--- src/rtl/switch_led_ctrl.sv ---
// N switches + one debounced button drive N registered LEDs (direct/latch/toggle/blink).
// Switch-to-LED latency 3 cycles; button press seen 2+DEBOUNCE_CYCLES cycles after rise; no stalls, no backpressure.
module switch_led_ctrl #(
    parameter int N               = 4,
    parameter int DEBOUNCE_CYCLES = 250000,
    parameter int BLINK_HALF      = 12500000
) (
    input  logic         clk,
    input  logic         rst,
    input  logic [N-1:0] sw,
    input  logic         boton,
    input  logic [1:0]   mode,
    output logic [N-1:0] led,
    output logic         pressed
);

    typedef enum logic [1:0] {
        M_DIRECT = 2'd0,
        M_LATCH  = 2'd1,
        M_TOGGLE = 2'd2,
        M_BLINK  = 2'd3
    } mode_t;

    localparam int DW = $clog2(DEBOUNCE_CYCLES + 1);
    localparam int BW = $clog2(BLINK_HALF + 1);
    localparam logic [DW-1:0] DLAST = DW'(DEBOUNCE_CYCLES - 1);
    localparam logic [BW-1:0] BLAST = BW'(BLINK_HALF - 1);

    logic [N-1:0]  sw_m, sw_s;
    logic          btn_m, btn_s;
    logic          btn_db;
    logic [DW-1:0] dcnt;
    logic [BW-1:0] bcnt;
    logic          phase;
    logic [N-1:0]  snap, tog;
    logic [N-1:0]  snap_nxt, tog_nxt, led_nxt;
    mode_t         mode_q;

    assign mode_q = mode_t'(mode);

    always_ff @(posedge clk) begin
        if (rst) begin
            sw_m  <= '0;
            sw_s  <= '0;
            btn_m <= 1'b0;
            btn_s <= 1'b0;
        end else begin
            sw_m  <= sw;
            sw_s  <= sw_m;
            btn_m <= boton;
            btn_s <= btn_m;
        end
    end

    // pressed is raised on the same edge btn_db goes high, so both read 1 together.
    always_ff @(posedge clk) begin
        if (rst) begin
            btn_db  <= 1'b0;
            dcnt    <= '0;
            pressed <= 1'b0;
        end else begin
            pressed <= 1'b0;
            if (btn_s != btn_db) begin
                if (dcnt == DLAST) begin
                    btn_db  <= btn_s;
                    dcnt    <= '0;
                    pressed <= btn_s;
                end else begin
                    dcnt <= dcnt + DW'(1);
                end
            end else begin
                dcnt <= '0;
            end
        end
    end

    always_ff @(posedge clk) begin
        if (rst) begin
            bcnt  <= '0;
            phase <= 1'b0;
        end else if (bcnt == BLAST) begin
            bcnt  <= '0;
            phase <= ~phase;
        end else begin
            bcnt <= bcnt + BW'(1);
        end
    end

    // Stores only move in their own mode, so leaving and returning restores the pattern.
    always_comb begin
        snap_nxt = snap;
        tog_nxt  = tog;
        led_nxt  = '0;
        if (pressed && mode_q == M_LATCH)  snap_nxt = sw_s;
        if (pressed && mode_q == M_TOGGLE) tog_nxt  = tog ^ sw_s;
        case (mode_q)
            M_DIRECT: led_nxt = sw_s & ~{N{btn_db}};
            M_LATCH:  led_nxt = snap_nxt;
            M_TOGGLE: led_nxt = tog_nxt;
            M_BLINK:  led_nxt = sw_s & {N{phase}} & ~{N{btn_db}};
            default:  led_nxt = '0;
        endcase
    end

    always_ff @(posedge clk) begin
        if (rst) begin
            snap <= '0;
            tog  <= '0;
            led  <= '0;
        end else begin
            snap <= snap_nxt;
            tog  <= tog_nxt;
            led  <= led_nxt;
        end
    end

endmodule
--- config.mk ---
export PLATFORM = sky130hd
export DESIGN_NAME = switch_led_ctrl
export DESIGN_NICKNAME = d
export VERILOG_FILES = /design/src/rtl/switch_led_ctrl.sv
export SDC_FILE = /design/constraint.sdc
export NUM_CORES = 1
export LEC_CHECK = 0
export CAP_MARGIN = 20
export CORE_MARGIN = 5
export CORE_UTILIZATION = 59
export DETAILED_ROUTE_END_ITERATION = 8
export PLACE_DENSITY = 0.76
export REMOVE_ABC_BUFFERS = 1
export SKIP_CTS_REPAIR_TIMING = 1
export SKIP_LAST_GASP = 1
export SYNTH_ARGS = -nofsm -noshare
export SYNTH_HDL_FRONTEND = slang
export SYNTH_SLANG_ARGS = --single-unit
--- constraint.sdc ---
create_clock -name clk -period 2.3 [get_ports clk]
set_input_delay 0.575 -clock clk [delete_from_list [all_inputs] [get_ports clk]]
set_output_delay 0.575 -clock clk [all_outputs]
set_load 0.01 [all_outputs]
Fig. 1: run 1, metal layers overlaid
Drawn at 4 px/um. Only two layers are drawn.
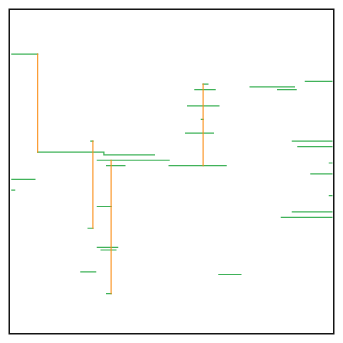
legend:
  green:
    layer: met3
    wire_length: 195 um
  orange:
    layer: met4
    wire_length: 100 um
Routed wire per std cell: 13.2 um
final routed wirelength across all metal layers: 5710 um
via count: 2471
all-layer global routing usage: 0.198

Fig. 2: run 1, metal 1
Drawn at 4 px/um. Supply wires on this layer in grey.
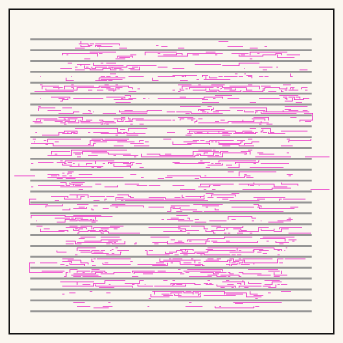
longest straight run: 20.7 um
main direction: horizontal
wire length on this layer: 2700 um
nets with wire on the layer: 350
fraction of met1 tracks used by global routing: 0.239

Fig. 3: run 1, zoomed window
Window x 25 to 55, y 42 to 72 um. Cells in grey, sequential cells in the stronger grey; small squares are vias.
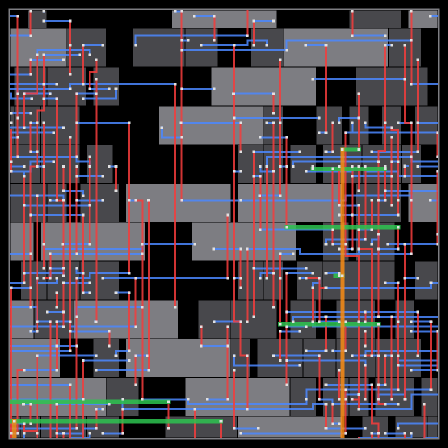
legend:
  blue:
    layer: met1
  orange:
    layer: met4
  red:
    layer: met2
  green:
    layer: met3
most frequent: dfxtp_1 (13), a21oi_1 (9)
netlist names of flops here include: bcnt (5), snap (2), sw_s (2)
cells with their middle in the window: 73
sequential cells in the window: 13

==> notes.md, run 1 <==
Here are the numbers from the latest Yosys + OpenROAD run.

The flow ran to the end, and the final reports show no timing, DRC or antenna violations. Per the synthesis report, the dominant area consumer among library cells is dfxtp_1. The area growth from synthesis to final layout came out at 16.4%. The first-pass GRT wire length came out at 10200 um. The share of total power consumed by net switching came out at 0.196.

Row generation in the floorplan step produced 25 rows. The arrival time at the worst endpoint came out at 2.22 ns. The cell family contributing the most delay on the critical path is simple AND/OR/NAND/NOR gates. The number of cells on the critical path came out at 5.

The slew at the pin with the worst max-slew slack is between 0.4 and 0.5 ns. The post-synthesis cell type with the largest instance count is dfxtp_1. The setup clock skew after layout came out at 0.00924 ns. The residual antenna-violating net count after detailed routing is 0. IR analysis of the VDD net gives a maximum drop of 0.458 mV.

The uppermost layer routed is met4. The per-instance average area after synthesis is about 8.7 um^2. Per the OpenROAD power report, leakage power amounts to 1.11 nW. The share of cells above drive strength 1 is 0.0902.

The post-layout minimum cycle time came out at 1.95 ns. The cell depth of the worst hold path came out at 1. The biggest slice of the total power is consumed by registers. The synthesis warning total is 0. The number of hold violations in the final report came out at 0. The maximum net fanout on the critical path came out at 5. The top-area cell type share of the netlist area came out at 0.454. The busiest metal layer after global routing is met2.

The total negative slack for setup checks came out at 0 ns. STA shows the worst min-delay path finishing at sw_s[2]. For reference, the top cells by count after synthesis are 67 x dfxtp_1, 34 x nor2_1, 32 x nand2_1. The finished design was reported to have a net count of 375. The count of distinct cell types in the synthesized netlist is 37. The global-route met3 utilization is 0.0443. Of the total power, the clock network draws 0.479.

The net switching power in the latest report is 0.000480 W. More flip-flops sit in one register than any other, and that register is bcnt. The number of buffers created by CTS is 9. The fmax came out at approximately 0.51 GHz. The clock tree from TritonCTS is built. The combinational cell power came out at 0.0000878 W. The prevailing post-synth register cell is dfxtp_1.

Before any placement, the netlist area is recorded as 2950 um^2. The kind of start point of the critical path is a flip-flop. Setup slack on the worst path after placement came out at roughly 0.036 ns.

The via count of the first global-routing pass came to 2347. The number of instances in the synthesized netlist came out at 340. The startpoint of the lowest-slack hold path is sw_m[2]. Entering global routing, the biggest net connects 19 pins.

After the flow finishes, the layout carries non-filler instances totaling about 430. Setup slack on the critical path of the routed design comes to around 0.35 ns. The chip area line of the yosys report is 2950 um^2. The sequential group share of total power is 0.485. The final weighted congestion in routability-driven placement came out at 0.848. The reg-to-reg critical path endpoint is dcnt[16]. The number of remaining DRC errors came out at 0.

The fraction of registers with async set/reset came out at 0. The cell depth of the worst flop-to-flop path is 5. The sum of met3 wire segment lengths after detailed routing came out at 194 um. The final setup violation count is 0. The slowest library cell on the worst path is or4_1. The routed wirelength on the met1 layer is recorded as 2700 um. Per the post-run analysis, buffers plus inverters along the critical path come to 0. The worst setup path is captured at a flip-flop.

The kind of critical path is reg -> reg. The number of buffer cells added on primary ports came out at 13. The critical path startpoint is dcnt[0]. The count of pins over their slew limit is 0. For this design the top-level I/O count stands at 14.
[run 1: logic make-up after synthesis]
| group | Yosys count | synth area share |
|---|---|---|
| buf+inv | 23 | 0.0314 |
| xor+xnor | 27 | 0.0801 |
| simple gates | 156 | 0.281 |
| compound gates | 62 | 0.132 |
| fa+ha+maj | 5 | 0.0212 |
| flops | 67 | 0.454 |
[run 1: through the flow]
step	hold slack (ns)	util	cell area [um^2]	power, W
finish	0.441	0.718	3440	0.00244
global route	0.453	0.718	3440	0.00253
CTS	0.446	0.718	3440	0.00246
detailed placement	0.429	0.667	3190	0.00130
global placement	0.416	0.667	3190	0.00130
floorplan	0.414	-	2890	0.00125
[run 1: area by class of cell]
| cell class | instances | area, um^2 | area share |
|---|---|---|---|
| timing repair buffer | 25 | 220 | 0.0641 |
| sequential | 67 | 1340 | 0.390 |
| tap | 67 | 83.8 | 0.0244 |
| inverter | 8 | 30.0 | 0.00874 |
| multi-input combinational | 250 | 1520 | 0.442 |
| clock buffer | 11 | 141 | 0.0412 |
| clock inverter | 5 | 100 | 0.0291 |
[run 1: cell usage in the layout (no fill, tap or decap), types with 2 or more instances in the layout]
cell	Yosys	layout
dfxtp_1	67	67
nor2_1	34	34
nand2_1	32	32
a21oi_1	26	26
nand3_1	19	19
nor2b_1	15	15
xnor2_1	14	14
or4_1	14	14
xor2_1	13	13
clkdlybuf4s50_1	0	13
buf_4	0	12
clkbuf_8	0	10
nand4_1	9	9
o21ai_0	9	9
inv_1	8	8
or3_1	8	8
o31ai_1	8	8
and3_1	5	5
ha_1	5	5
nor4b_1	4	4
o211ai_1	4	4
a22oi_1	4	4
o22a_1	4	4
a21o_1	4	4
nor3_1	4	4
nor4_1	3	3
bufinv_16	0	3
and4_1	2	2
nand3_2	2	2
clkinv_2	0	2
Fig. 4: run 1, gate-type map
Drawn at 6 px/um.
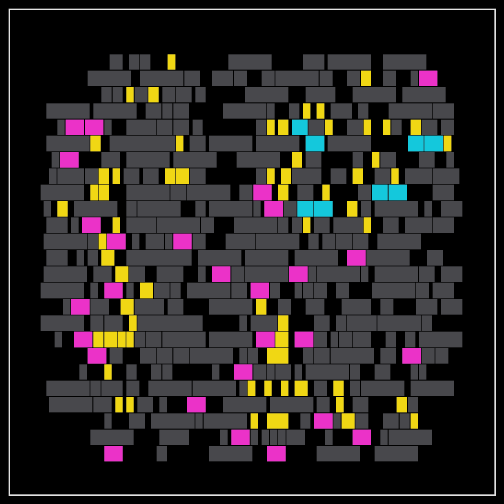

==> run 2: changes to the inputs <==
Clock period 2.3 ns to 1.81 ns, I/O delays scaled along.
Fig. 5: run 2, gate-type map
Drawn at 6 px/um.
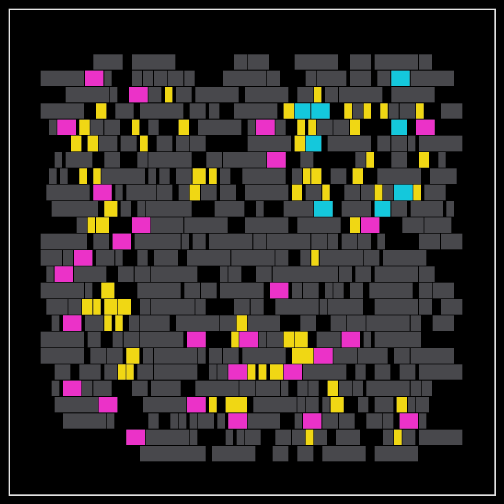
legend:
  yellow:
    family: NAND gates
    cells: 62
    most_used: nand2_1
  cyan:
    family: AND-OR and OR-AND gates
    cells: 8
  magenta:
    family: XOR/XNOR gates
    cells: 27
    most_used: xnor2_1
post-route insts no fill: 455
combinational fraction of the cell area: 0.430
most common cell after layout, fill and taps aside: dfxtp_1

==> notes.md, run 2 <==
Here are the numbers from the latest Yosys + OpenROAD run.

The number of antenna repair diodes is 0. The group drawing the most power is registers. The share of cells above drive strength 1 came out at 0.183. After synthesis, the chip area reported by Yosys is a little under 3000 um^2.

The flip-flop and latch area is 1350 um^2. For the completed layout, the total cell area is recorded as between 3000 and 4000 um^2. The post-synthesis register bit count is around 67. The count of placed standard cells including taps came out at 437. Derived from the worst setup path, the maximum achievable clock frequency is 0.562 GHz. The number of buffer cells added on primary ports is 13. For this design the top-level I/O count stands at 14. Of the total power, the clock network draws 0.452. The core utilization of the finished layout came out at 0.767. The via count of the first global-routing pass came out at 2363.

Before any placement, the netlist area is recorded as ~3000 um^2. The setup slack at placement came out at -0.321 ns. Per the synthesis report, the dominant area consumer among library cells is dfxtp_1.

The most frequently used library cell after synthesis is dfxtp_1. The setup clock skew after layout is 0.00949 ns. For this design, the slowest cell found on the critical path is or4_1. The total negative slack for setup checks is 0 ns. The run finished with clean final reports. The number of instances in the synthesized netlist came out at about 340. The number of enable flip-flop cells came out at 0. According to the CTS report, the clock sink count is between 60 and 70. The startpoint of the lowest-slack hold path is bcnt[0]. TritonCTS built the clock tree. The static leakage came out at around 1.2 nW. The worst-case vdd ir drop came out at 0.516 mV. Counting the warning lines in the Yosys log gives 0.

The critical path required time came out at approximately 2.1 ns. The residual antenna-violating net count after detailed routing is 0. In the setup report, the worst path falls into the class reg -> reg. The via count is 2524. Per the gpl log, the routability congestion estimate is a little over 0.8. Global route summary, busiest routing layer listed as met2. The count of distinct cell types in the synthesized netlist is 37. For met1 alone, demand over resource in global routing was 0.252. The total global-route track usage came out at 0.196. The register with the most flip-flops in the final layout is bcnt. The net count of the finished layout came out at 397. The number of flip-flops under the largest register name came out at 24. By area the synthesized netlist is led by dfxtp_1 45%, a21oi_1 4.4%, nor2_1 4.3%. The script parses the final routing iteration and logs DRC violations as 0. The number of maximum-capacitance violations recorded for the run is 0. The power dissipated by switching net loads is between 0.0006 and 0.0007 W. The maximum number of pins on one net before global-route repair came out at 18. The number of vias per cell after detailed routing came out at 5.55. The area fraction of the largest cell type after synthesis is 0.454.

The maximum net fanout on the critical path is 3. The mean routed wirelength per cell is roughly 13 um. The number of hold violations in the final report came out at 0. Post-synth the commonest register cell is dfxtp_1. The final worst setup slack came out at 0.0301 ns. The number of inserted filler cells in the final layout is 368. The count of TritonRoute iterations in the first routing pass came out at 4. The fraction of registers with async set/reset is 0. Looking at the max-slew report, the worst-margin pin has a slew of 0.336 ns. The sequential group share of total power is 0.507. The row count came out at 25. The number of buffers created by CTS came out at 9.

The overall power of the completed layout is about 0.0030 W. STA classifies the critical path endpoint as a flip-flop. Per the OpenROAD floorplan log, the area of the core is 4790 um^2. By instance count after routing, the leading logic cell types are 62 x dfxtp_1, 34 x nor2_1, 31 x nand2_1, 31 x buf_4, 26 x a21oi_1. Per the CTS log, the maximum H-tree level is 3.

The most critical setup path has its startpoint at dcnt[1]. The area growth from synthesis to final layout is 24.3%. The starting DRC count in detailed routing came out at around 160. On met3, the global router reports a usage of 0.0521. The count of pins over their slew limit is 0.

The final setup violation count came out at 0. The post-route fraction of the period consumed by the critical path is 0.983. The combinational cell power came out at 0.000122 W.

The post-layout minimum cycle time came out at 1.78 ns. The post-place instance area came out at 3370 um^2. The arrival time at the worst endpoint is 2.06 ns. In the post-route report, total wirelength is listed as 5840 um. For the worst-skew pair, the clock arrives at the later sink with an insertion delay of 0.34 ns. The script computed the net switching share of total power as 0.216.

The first global-routing pass estimated 10000 um of wire. After synthesis, the most frequently instantiated cells are 67 x dfxtp_1, 34 x nor2_1, 32 x nand2_1. The clock root buffer is clkbuf_8. Setup repair after global routing could not meet its margin everywhere. The combined area of the multi-input logic cells came out at roughly 1600 um^2. The worst hold slack after final layout came out at 0.442 ns. Per the post-synthesis stats, the area per cell is 8.68 um^2. The kind of start point of the critical path is a flip-flop.
Fig. 6: run 2, zoomed window
Window x 25 to 55, y 42 to 72 um. Cells in grey, sequential cells in the stronger grey; small squares are vias.
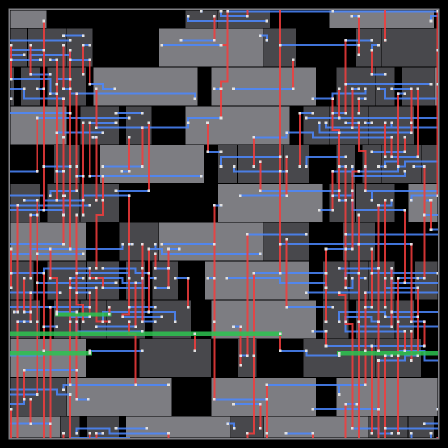
legend:
  red:
    layer: met2
  green:
    layer: met3
  blue:
    layer: met1
sequential cells in the window: 17
cells with their middle in the window: 75
netlist names of flops here include: bcnt (7), snap (2), sw_m (2)
most frequent: dfxtp_1 (16), a21oi_1 (9), nand2_1 (7)

-- run 2: critical path, delay by kind of cell (launching register included) --
family,cells,cell delay [ns]
AND/OR/NAND/NOR,3,1.03
adder cells (fa/ha/maj),1,0.21
AND-OR/OR-AND,1,0.14
flip-flops,1,0.34
-- run 2: worst paths after layout --
check                           endpoint  slack [ns]  depth (start not counted)
worst max-delay path            dcnt[16]        0.03                          5
worst min-delay path             bcnt[0]        0.44                          1
worst max register to register  dcnt[16]        0.03                          5
worst min register to register   bcnt[0]        0.44                          1
-- run 2: cell families (layout without fill, tap and decap cells) --
group / count (synthesis) / count (layout) / synth area share
adders and majority gates: 5 / 5 / 0.0212
buffers and inverters: 23 / 71 / 0.0314
xor gates and xnor gates: 27 / 27 / 0.0801
DFF: 67 / 67 / 0.454
AOI/OAI and AO/OA: 62 / 62 / 0.132
and+or+nand+nor: 156 / 156 / 0.281
-- run 2: per-layer routing --
| layer | vias to the layer above | share of wire | wire length (um) |
|---|---|---|---|
| met4 | 0 | 0.024 | 142 |
| met2 | 36 | 0.46 | 2690 |
| met1 | 1177 | 0.48 | 2780 |
| met3 | 11 | 0.039 | 225 |
| li1 | 1300 | - | - |
| met5 | - | 0 | 0 |
-- run 2: area by class of cell --
| cell class | instances | area share |
|---|---|---|
| Multi-Input combinational cell | 250 | 0.430 |
| Sequential cell | 67 | 0.367 |
| Timing Repair Buffer | 47 | 0.113 |
| Clock buffer | 9 | 0.0338 |
| Clock inverter | 7 | 0.0252 |
| Tap cell | 67 | 0.0228 |
| Inverter | 8 | 0.00818 |
==> run 3: changes to the inputs <==
Settings changed: SLEW_MARGIN set to 20.
Fig. 7: run 3, metal 1
Drawn at 4 px/um. Supply wires on this layer in grey.
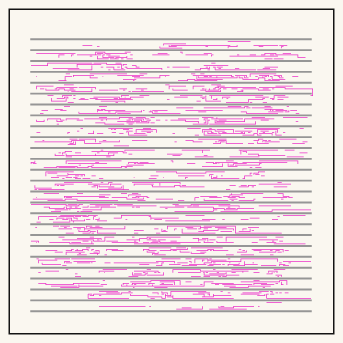
nets with wire on the layer: 365
main direction: horizontal
final routed wirelength across all metal layers: 5840 um
fraction of met1 tracks used by global routing: 0.252
via count: 2524

==> notes.md, run 3 <==
Here are the numbers from the latest Yosys + OpenROAD run.

The run finished with clean final reports. The share of total power dissipated in the clock network is 0.452. The count of pins over their slew limit is 0.

The dominant cell type by area after synthesis is dfxtp_1. The fmax is 0.562 GHz. The post-place instance area is 3370 um^2. The post-route non-filler standard cell count is 455. The buffer_ports step reported a buffer count of 13. The wire length on met2 is 2690 um. For reference, the top cells by area after synthesis are dfxtp_1 45%, a21oi_1 4.4%, nor2_1 4.3%. The number of buffers created by CTS is 9. Before any placement, the netlist area is recorded as between 2000 and 3000 um^2.

The chip area line of the yosys report is a little under 3000 um^2. The synthesis stat section lists a flop and latch total of 67. The number of antenna repair diodes came out at 0. The setup clock skew after layout came out at 0.00949 ns.

The number of remaining DRC errors came out at 0. The via count of the first global-routing pass is ~2.4k. dfxtp_1 is the most common cell in the netlist.

The summed area of non-filler cells in the final layout is 3670 um^2. The analysis attributes to cell leakage a power of around 1.2 nW. TritonCTS built the clock tree. The power dissipated by switching net loads is about 0.00064 W.

Among logic cells in the layout, the one with the most instances is dfxtp_1. In the layout the commonest cells are 62 x dfxtp_1, 34 x nor2_1, 31 x nand2_1, 31 x buf_4, 26 x a21oi_1. 14 I/O pins were placed. The arrival time at the worst endpoint came out at approximately 2.1 ns.

The share of cells above drive strength 1 came out at 0.183. Of the available clock period, the critical path in the final layout requires 0.983. The total negative slack for setup checks came out at 0 ns. The final worst setup slack is 0.0301 ns.

The commonest register cell is dfxtp_1. The synthesis warning total came out at 0. The number of vias per cell after detailed routing came out at 5.55.

Between the synthesized netlist and the finished layout, the area growth was recorded as 24.3%. The register with the most flip-flops in the layout has 24 of them. Per the post-synthesis report, the number of cells in the design is approximately 340. The row count is 25.

The final weighted congestion in routability-driven placement is 0.832. The residual antenna-violating net count after detailed routing came out at 0. The count of distinct cell types in the synthesized netlist is 37.

STA classifies the critical path startpoint as a flip-flop. The worst-case vdd ir drop is 0.516 mV. After detailed routing, the met3 layer carries 225 um of wire. The overall power of the completed layout came out at 0.00297 W. The fraction of registers with async set/reset is 0. The number of hold violations in the final report came out at 0. The largest register by flop count is bcnt. The post-layout minimum cycle time came out at 1.78 ns. Per the CTS log, the maximum H-tree level is 3. Ranked by instance count, the synthesized netlist is headed by 67 x dfxtp_1, 34 x nor2_1, 32 x nand2_1. STA puts the critical path data required time at around 2.1 ns. The type of destination of the critical path is a flip-flop. The maximum net fanout on the critical path came out at 3. Before antenna repair, the detailed router went through 4 iterations.

Switching power as a fraction of the total was reported as 0.216. Per the log, the first TritonRoute iteration ended with a DRC count of roughly 160. Per the post-place timing report, worst setup slack is -0.321 ns.

The per-instance average area after synthesis came out at 8.68 um^2. By startpoint and endpoint, the worst setup path is classified as reg -> reg. The first global-routing pass estimated 10000 um of wire.

The core area is 4790 um^2. The sequential group share of total power is 0.507.
Fig. 8: run 3, metal layers overlaid
Drawn at 4 px/um. Only two layers are drawn.
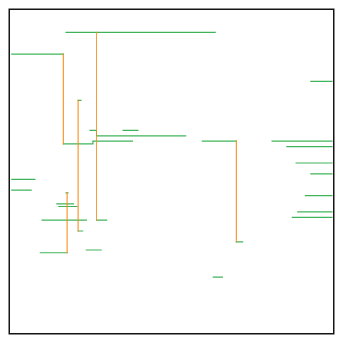
legend:
  orange:
    layer: met4
    wire_length: 142 um
  green:
    layer: met3
    wire_length: 226 um
Routed wire per std cell: 12.8 um
all-layer global routing usage: 0.196

-- run 3: cell families (layout without fill, tap and decap cells) --
kind of cell | after synthesis | in the layout | share of synthesized area
buffers and inverters | 23 | 71 | 0.0314
XOR/XNOR | 27 | 27 | 0.0801
AND-OR/OR-AND | 62 | 62 | 0.132
flip-flops | 67 | 67 | 0.454
adder cells (fa/ha/maj) | 5 | 5 | 0.0212
AND/OR/NAND/NOR | 156 | 156 | 0.281
-- run 3: critical path, stage by stage (launching register included) --
cell	delay, ns
dfxtp_1	0.34
ha_2	0.21
nand4_1	0.14
or3_1	0.42
or4_1	0.47
a21oi_1	0.14
-- run 3: final cells by class --
cell class,count,area [um^2]
flip-flops and latches,67,1350
clock buffers,9,124
clock inverters,7,92.6
well taps,67,83.8
multi-input cells,250,1580
inverters,8,30.0
fillers,368,1120
repair buffers,47,414
-- run 3: stage by stage --
stage / hold slack [ns] / util
floorplan: 0.414 / -
global placement: 0.417 / 0.704
detailed placement: 0.426 / 0.704
CTS: 0.444 / 0.749
global route: 0.464 / 0.767
finish: 0.442 / 0.767
-- run 3: power groups by stage --
stage	Clock, W	Combinational, W	Sequential [W]
floorplan	0	0.0000487	0.00154
global placement	0	0.000117	0.00154
detailed placement	0	0.000118	0.00154
CTS	0.00136	0.000119	0.00150
global route	0.00144	0.000136	0.00151
finish	0.00134	0.000122	0.00151
-- run 3: final timing paths --
path / start / endpoint / slack [ns] / cells after the start
max: dcnt[1] / dcnt[16] / 0.03 / 5
min: bcnt[0] / bcnt[0] / 0.44 / 1
max reg2reg: dcnt[1] / dcnt[16] / 0.03 / 5
min reg2reg: bcnt[0] / bcnt[0] / 0.44 / 1
-- run 3: layer usage --
layer  global-route usage  vias up
met1                0.252     1177
met5                    0        -
met3               0.0521       11
li1                     -     1300
met2                0.311       36
met4               0.0828        0
Power and IR drop assume default switching activity.
